**src/rtl/snd_cmd_bridge.sv**
```systemverilog
// snd_cmd_bridge: multi-channel command bridge from the main CPU bus to the
// sound processors. Each channel is a small FWFT FIFO with its own IRQ
// flip-flop and sticky overflow flag. DEPTH=1 with OVERWRITE=1 behaves as the
// classic single-byte sound latch.
module snd_cmd_bridge #(
  parameter int CHANNELS  = 2,
  parameter int DEPTH     = 4,
  parameter int DW        = 8,
  parameter int OVERWRITE = 0,
  parameter int AUTO_IRQ  = 0,
  localparam int CW = (CHANNELS > 1) ? $clog2(CHANNELS) : 1,
  localparam int LW = $clog2(DEPTH) + 1
) (
  input  logic                   clk_49m,
  input  logic                   reset,
  input  logic                   cen,
  input  logic                   wr_en,
  input  logic [CW-1:0]          wr_ch,
  input  logic [DW-1:0]          wr_data,
  input  logic [CHANNELS-1:0]    irq_trig,
  input  logic [CHANNELS-1:0]    irq_ack_n,
  input  logic [CHANNELS-1:0]    rd_en,
  output logic [CHANNELS*DW-1:0] rd_data,
  output logic [CHANNELS-1:0]    empty,
  output logic [CHANNELS-1:0]    full,
  output logic [CHANNELS*LW-1:0] level,
  output logic [CHANNELS-1:0]    irq_n,
  output logic [CHANNELS-1:0]    overflow,
  input  logic [CHANNELS-1:0]    ovf_clr
);

  // Pointer width is at least one bit; with DEPTH=1 the pointers are pinned
  // to zero and the second storage slot is never touched.
  localparam int PW = (DEPTH > 1) ? $clog2(DEPTH) : 1;
  localparam int MW = 1 << PW;

  for (genvar c = 0; c < CHANNELS; c++) begin : g_ch
    logic [DW-1:0] mem [MW];
    logic [PW-1:0] wr_ptr;
    logic [PW-1:0] rd_ptr;
    logic [PW-1:0] wr_ptr_inc;
    logic [PW-1:0] wr_ptr_dec;
    logic [PW-1:0] rd_ptr_inc;
    logic [LW-1:0] cnt;
    logic          is_empty;
    logic          is_full;
    logic          push_req;
    logic          pop_ok;
    logic          push_ok;
    logic          push_ovw;
    logic          irq_set;
    logic          irq_q;
    logic          ovf_q;

    assign is_empty = (cnt == '0);
    assign is_full  = (cnt == LW'(DEPTH));
    // Out-of-range channel numbers never match any channel index.
    assign push_req = cen & wr_en & (wr_ch == CW'(c));
    assign pop_ok   = rd_en[c] & ~is_empty;
    // A pop in the same cycle frees a slot, so a push to a full channel
    // still lands normally.
    assign push_ok  = push_req & (~is_full | pop_ok);
    assign push_ovw = push_req & is_full & ~pop_ok;

    assign wr_ptr_inc = (DEPTH == 1) ? '0 : wr_ptr + 1'b1;
    assign wr_ptr_dec = (DEPTH == 1) ? '0 : wr_ptr - 1'b1;
    assign rd_ptr_inc = (DEPTH == 1) ? '0 : rd_ptr + 1'b1;

    assign irq_set = (cen & irq_trig[c]) |
                     ((AUTO_IRQ != 0) & (push_ok | (push_ovw & (OVERWRITE != 0))));

    // Storage write; contents are don't-care after reset, so no reset term.
    always_ff @(posedge clk_49m) begin
      if (!reset) begin
        if (push_ok)
          mem[wr_ptr] <= wr_data;
        else if (push_ovw && (OVERWRITE != 0))
          mem[wr_ptr_dec] <= wr_data;
      end
    end

    // Pointers, word count, IRQ and overflow flag.
    always_ff @(posedge clk_49m) begin
      if (reset) begin
        wr_ptr <= '0;
        rd_ptr <= '0;
        cnt    <= '0;
        irq_q  <= 1'b1;
        ovf_q  <= 1'b0;
      end else begin
        if (push_ok) wr_ptr <= wr_ptr_inc;
        if (pop_ok)  rd_ptr <= rd_ptr_inc;

        if (push_ok && !pop_ok)
          cnt <= cnt + 1'b1;
        else if (pop_ok && !push_ok)
          cnt <= cnt - 1'b1;

        if (!irq_ack_n[c])
          irq_q <= 1'b1;
        else if (irq_set)
          irq_q <= 1'b0;

        if (ovf_clr[c])
          ovf_q <= 1'b0;
        else if (push_ovw)
          ovf_q <= 1'b1;
      end
    end

    assign rd_data[c*DW +: DW] = is_empty ? '0 : mem[rd_ptr];
    assign empty[c]            = is_empty;
    assign full[c]             = is_full;
    assign level[c*LW +: LW]   = cnt;
    assign irq_n[c]            = irq_q;
    assign overflow[c]         = ovf_q;
  end

endmodule

```
**config.mk**
```make
export PLATFORM = sky130hd
export DESIGN_NAME = snd_cmd_bridge
export DESIGN_NICKNAME = d
export VERILOG_FILES = /design/src/rtl/snd_cmd_bridge.sv
export SDC_FILE = /design/constraint.sdc
export NUM_CORES = 1
export LEC_CHECK = 0
export CORE_ASPECT_RATIO = 0.75
export CORE_MARGIN = 2
export CORE_UTILIZATION = 41
export CTS_CLUSTER_SIZE = 40
export DETAILED_ROUTE_END_ITERATION = 8
export HOLD_SLACK_MARGIN = 0.08
export PLACE_DENSITY = 0.6
export SETUP_SLACK_MARGIN = 0.2
export SYNTH_ARGS = -nofsm -noshare
export SYNTH_HDL_FRONTEND = slang
export SYNTH_SLANG_ARGS = --single-unit
```
**constraint.sdc**
```tcl
create_clock -name clk_49m -period 2.4 [get_ports clk_49m]
set_clock_uncertainty 0.05 [all_clocks]
set_input_delay 0.48 -clock clk_49m [delete_from_list [all_inputs] [get_ports clk_49m]]
set_output_delay 0.48 -clock clk_49m [all_outputs]
set_load 0.02 [all_outputs]
```
**Routed metal, one colour a layer**

Bar = 20 um. Two of the layers only.
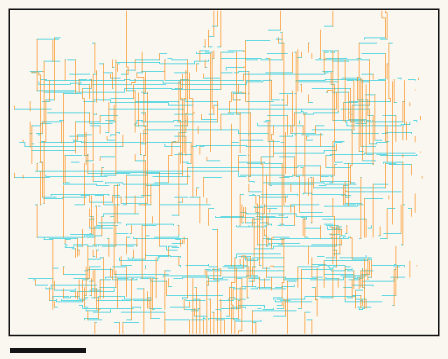
[met2] orange | wire length: 3010 um
[met1] cyan | wire length: 3050 um

**Met2 routing**

Bar = 20 um.
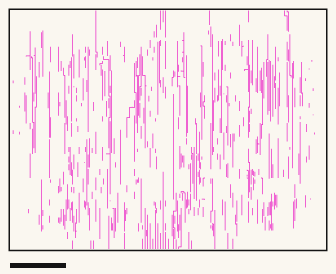
longest straight run: 42.8 um
share of all routed wire: 47%
main direction: vertical
detailed-route via count: 2009
met2 Track Usage GR: 0.223

==> flow_results.org <==
#+TITLE: Synthesis and PnR summary

** CTS
- Buffers inserted during clock tree synthesis total 9.
- Clock-pin slew was measured on the worst setup and hold paths at ~0.06 ns.
- As reported, the later end of the worst-skew pair has a clock insertion delay of 0.33 ns.

** Flow run
- Number of maximum-capacitance violations :: 0

** Synth
- Yosys Instances :: 228
- Mean area per synthesized cell :: 15.9 um^2
- Nets at Floorplan :: ~260
- Counting the warning lines in the Yosys log gives 0.
- Yosys mapped a number of flops with a built-in enable equal to 64.
- The synthesized design spends more area on one cell type than any other, namely edfxtp_1.
- Ranked by total cell area, the synthesized netlist is headed by edfxtp_1 (53%), dfxtp_1 (12%), mux4_2 (10%), ha_1 (3.5%), nor2b_1 (2.8%).
- Flip-flop cell with the highest count after synthesis :: edfxtp_1
- Proportion of register bits with asynchronous set or reset after synthesis :: 0
- Sequential share of the synthesized area :: 0.653

** Pwr
- In this run the VDD rail shows a maximum IR drop of 0.514 mV.
- Final Total Pwr :: ~4.8 mW
- The script extracted a total leakage power of around 1.8 nW.
- Power density over the cells :: 1010 mW/mm^2

** Place
- Per the gpl log, the routability congestion estimate is 0.749.
- Post-placement worst setup slack :: -0.233 ns
- Half-perimeter wire length of the detailed placement result :: about 4.7 mm
- IO Port Bufs :: about 50

** GRT
- Antenna violations before repair :: 0
- Largest net degree at the start of global routing :: 15
- First-pass GRT wire length :: 10.1 mm
- Across every metal layer, demand over resource in global routing totals 0.141.
- Congestion Overflow GR :: 0

** Final timing
- Final setup fails :: 0
- Unrepaired setup endpoints after global routing :: yes
- Least-Margin Pin Slew :: 0.424 ns
- For reference, the final report shows the max-slew violation count at 0.
- In the post-route analysis, the smallest setup slack over all paths is 0.259 ns.
- Number of failing hold endpoints at the final stage :: 0
- Slew headroom :: 0.715
- Max frequency :: 467 MHz

** Setup path
- In this run the critical path is formed by buf_12 > mux4_2 > nor2b_4 > buf_4.
- Start-to-end type of the worst setup path :: reg2out
- The critical path endpoint has a required time of roughly 1.9 ns.
- For reference, the critical path is captured by rd_data[3].
- Crit-path max FO :: 8
- For the worst flop-to-flop path, the logic depth is 7.
- The kind of cell with the highest combined delay along the critical path is multiplexers.
- Worst setup EP type :: output port
- Delay of the slowest cell on the worst path :: 0.51 ns
- WP depth :: 4
- Arr. time, crit path :: around 1.6 ns

** Routing
- Initial detailed-routing violation count :: 52
- Post-detailed-route DRC marker count :: 0
- Once detail routing completed, the nets flagged for antenna violations numbered 0.
- Per the detail_route report, routed wire per instance is between 10 and 15 um.
- First-pass iteration count of the detailed router :: 4

** Final layout
- Commonest cells after routing, fill and taps aside :: edfxtp_1 (64), buf_4 (42), clkdlybuf4s50_1 (25), dfxtp_1 (18), mux4_2 (16)
- Final nets :: 348
- Fraction of layout instances using a drive strength above 1 :: 0.334
- Most frequent logic cell in the layout :: edfxtp_1
- Antenna cells :: 0

** Outcome
- The flow ran to the end, and the final reports show no timing, DRC or antenna violations.

** Floorplanning
- The initialized floorplan defines 29 standard-cell rows.
- Die X :: 112 um
- DIE HEIGHT :: 85.4 um
- The initial utilization of the core area, before any placement, comes to 0.424.
- Core ar. :: 0.00853 mm^2
**Floorplan with the power grid**

Bar = 20 um. Pins as bars on the die edge.
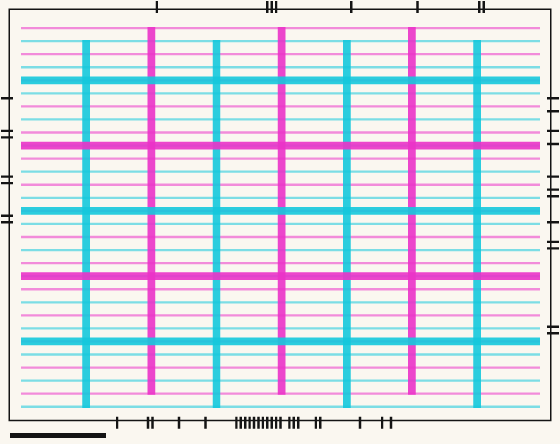
[VDD] magenta
[VSS] cyan
rows: 29
met5 straps: 5
met4 straps: 7
met1 rails: 30
signal pins: 51

-- logic make-up (layout without fill, tap and decap cells) --
| logic type | after synthesis | after routing | synth area share |
|---|---|---|---|
| XOR/XNOR | 6 | 6 | 0.0145 |
| flip-flops | 86 | 86 | 0.653 |
| multiplexers | 22 | 22 | 0.119 |
| AND-OR/OR-AND | 12 | 12 | 0.0201 |
| AND/OR/NAND/NOR | 66 | 66 | 0.113 |
| adder cells (fa/ha/maj) | 12 | 12 | 0.0456 |
| buffers and inverters | 24 | 116 | 0.0353 |
-- where the power goes --
part           leakage (nW)  switching, mW  internal [mW]
clock network         0.154          0.541          0.909
registers             0.758          0.127           1.70
logic                 0.883          0.776          0.790
total                  1.79           1.44           3.40
-- state kept, by name, summed over array words and instances (netlist names), named ones only --
name	flops
g_ch.ovf_q	2
g_ch.wr_ptr	4
g_ch.rd_ptr	4
g_ch.irq_q	2
g_ch.cnt	6
g_ch.mem	64
-- timing repair --
item	4_1_cts	5_1_grt
endpoints found under the setup margin	21	7
gates resized	77	11
buffers inserted	1	0
pin swaps	4	0
-- cell type report --
type | instances | area, um^2
fill | 704 | 3740
sequential | 86 | 2370
multi-input combinational | 118 | 1170
timing repair buffer | 93 | 773
clock buffer | 10 | 229
tap | 108 | 135
clock inverter | 6 | 86.3
inverter | 7 | 26.3
-- how the worst min path moves through the flow --
stage	from	to	slack [ns]	cells after the start
2_1_floorplan	g_ch[0].irq_q	g_ch[0].irq_q	0.39	2
3_3_place_gp	g_ch[1].irq_q	g_ch[1].irq_q	0.40	2
3_5_place_dp	g_ch[0].irq_q	g_ch[0].irq_q	0.41	2
4_1_cts	g_ch[0].irq_q	g_ch[0].irq_q	0.42	2
5_1_grt	g_ch[1].rd_ptr[1]	g_ch[1].rd_ptr[1]	0.46	2
6_report	g_ch[0].irq_q	g_ch[0].irq_q	0.42	2
-- worst reg2reg max path, stage by stage, from the launching register on --
cell and delay [ns]:
dfxtp_2 0.38, o31ai_1 0.36, ha_2 0.24, inv_1 0.05
fa_1 0.37, xor2_1 0.16, or3_1 0.31, a21oi_1 0.13
-- cells in the mapped netlist, types with 3 or more instances --
library cell	instances
edfxtp_1	64
dfxtp_1	22
mux4_2	16
nor2b_1	16
nor2_1	12
ha_1	10
and2_1	8
buf_4	8
inv_1	7
nand2_1	7
buf_2	6
xor2_1	6
nor3_1	5
a21oi_1	4
mux2i_1	4
nand2b_1	4
o21ai_0	4
or3_1	4
clkbuf_1	3
-- routing by layer --
| metal | global-route usage | up-vias | wire length (um) |
|---|---|---|---|
| met3 | 0.0486 | 6 | 235 |
| met4 | 0.0466 | 0 | 67 |
| met2 | 0.223 | 33 | 3010 |
| li1 | - | 1010 | - |
| met5 | 0 | - | 0 |
| met1 | 0.185 | 960 | 3050 |
-- stage by stage --
stage / instance area (um^2) / cells / hold WS, ns / util
2_1_floorplan: 3620 / 228 / 0.390 / -
6_report: 4780 / 428 / 0.419 / 0.561
4_1_cts: 4760 / 428 / 0.425 / 0.558
5_1_grt: 4780 / 428 / 0.457 / 0.561
3_5_place_dp: 4500 / 411 / 0.407 / 0.527
3_3_place_gp: 4500 / 411 / 0.399 / 0.527
Power figures rest on the tool's default switching activity, not on a simulated workload.
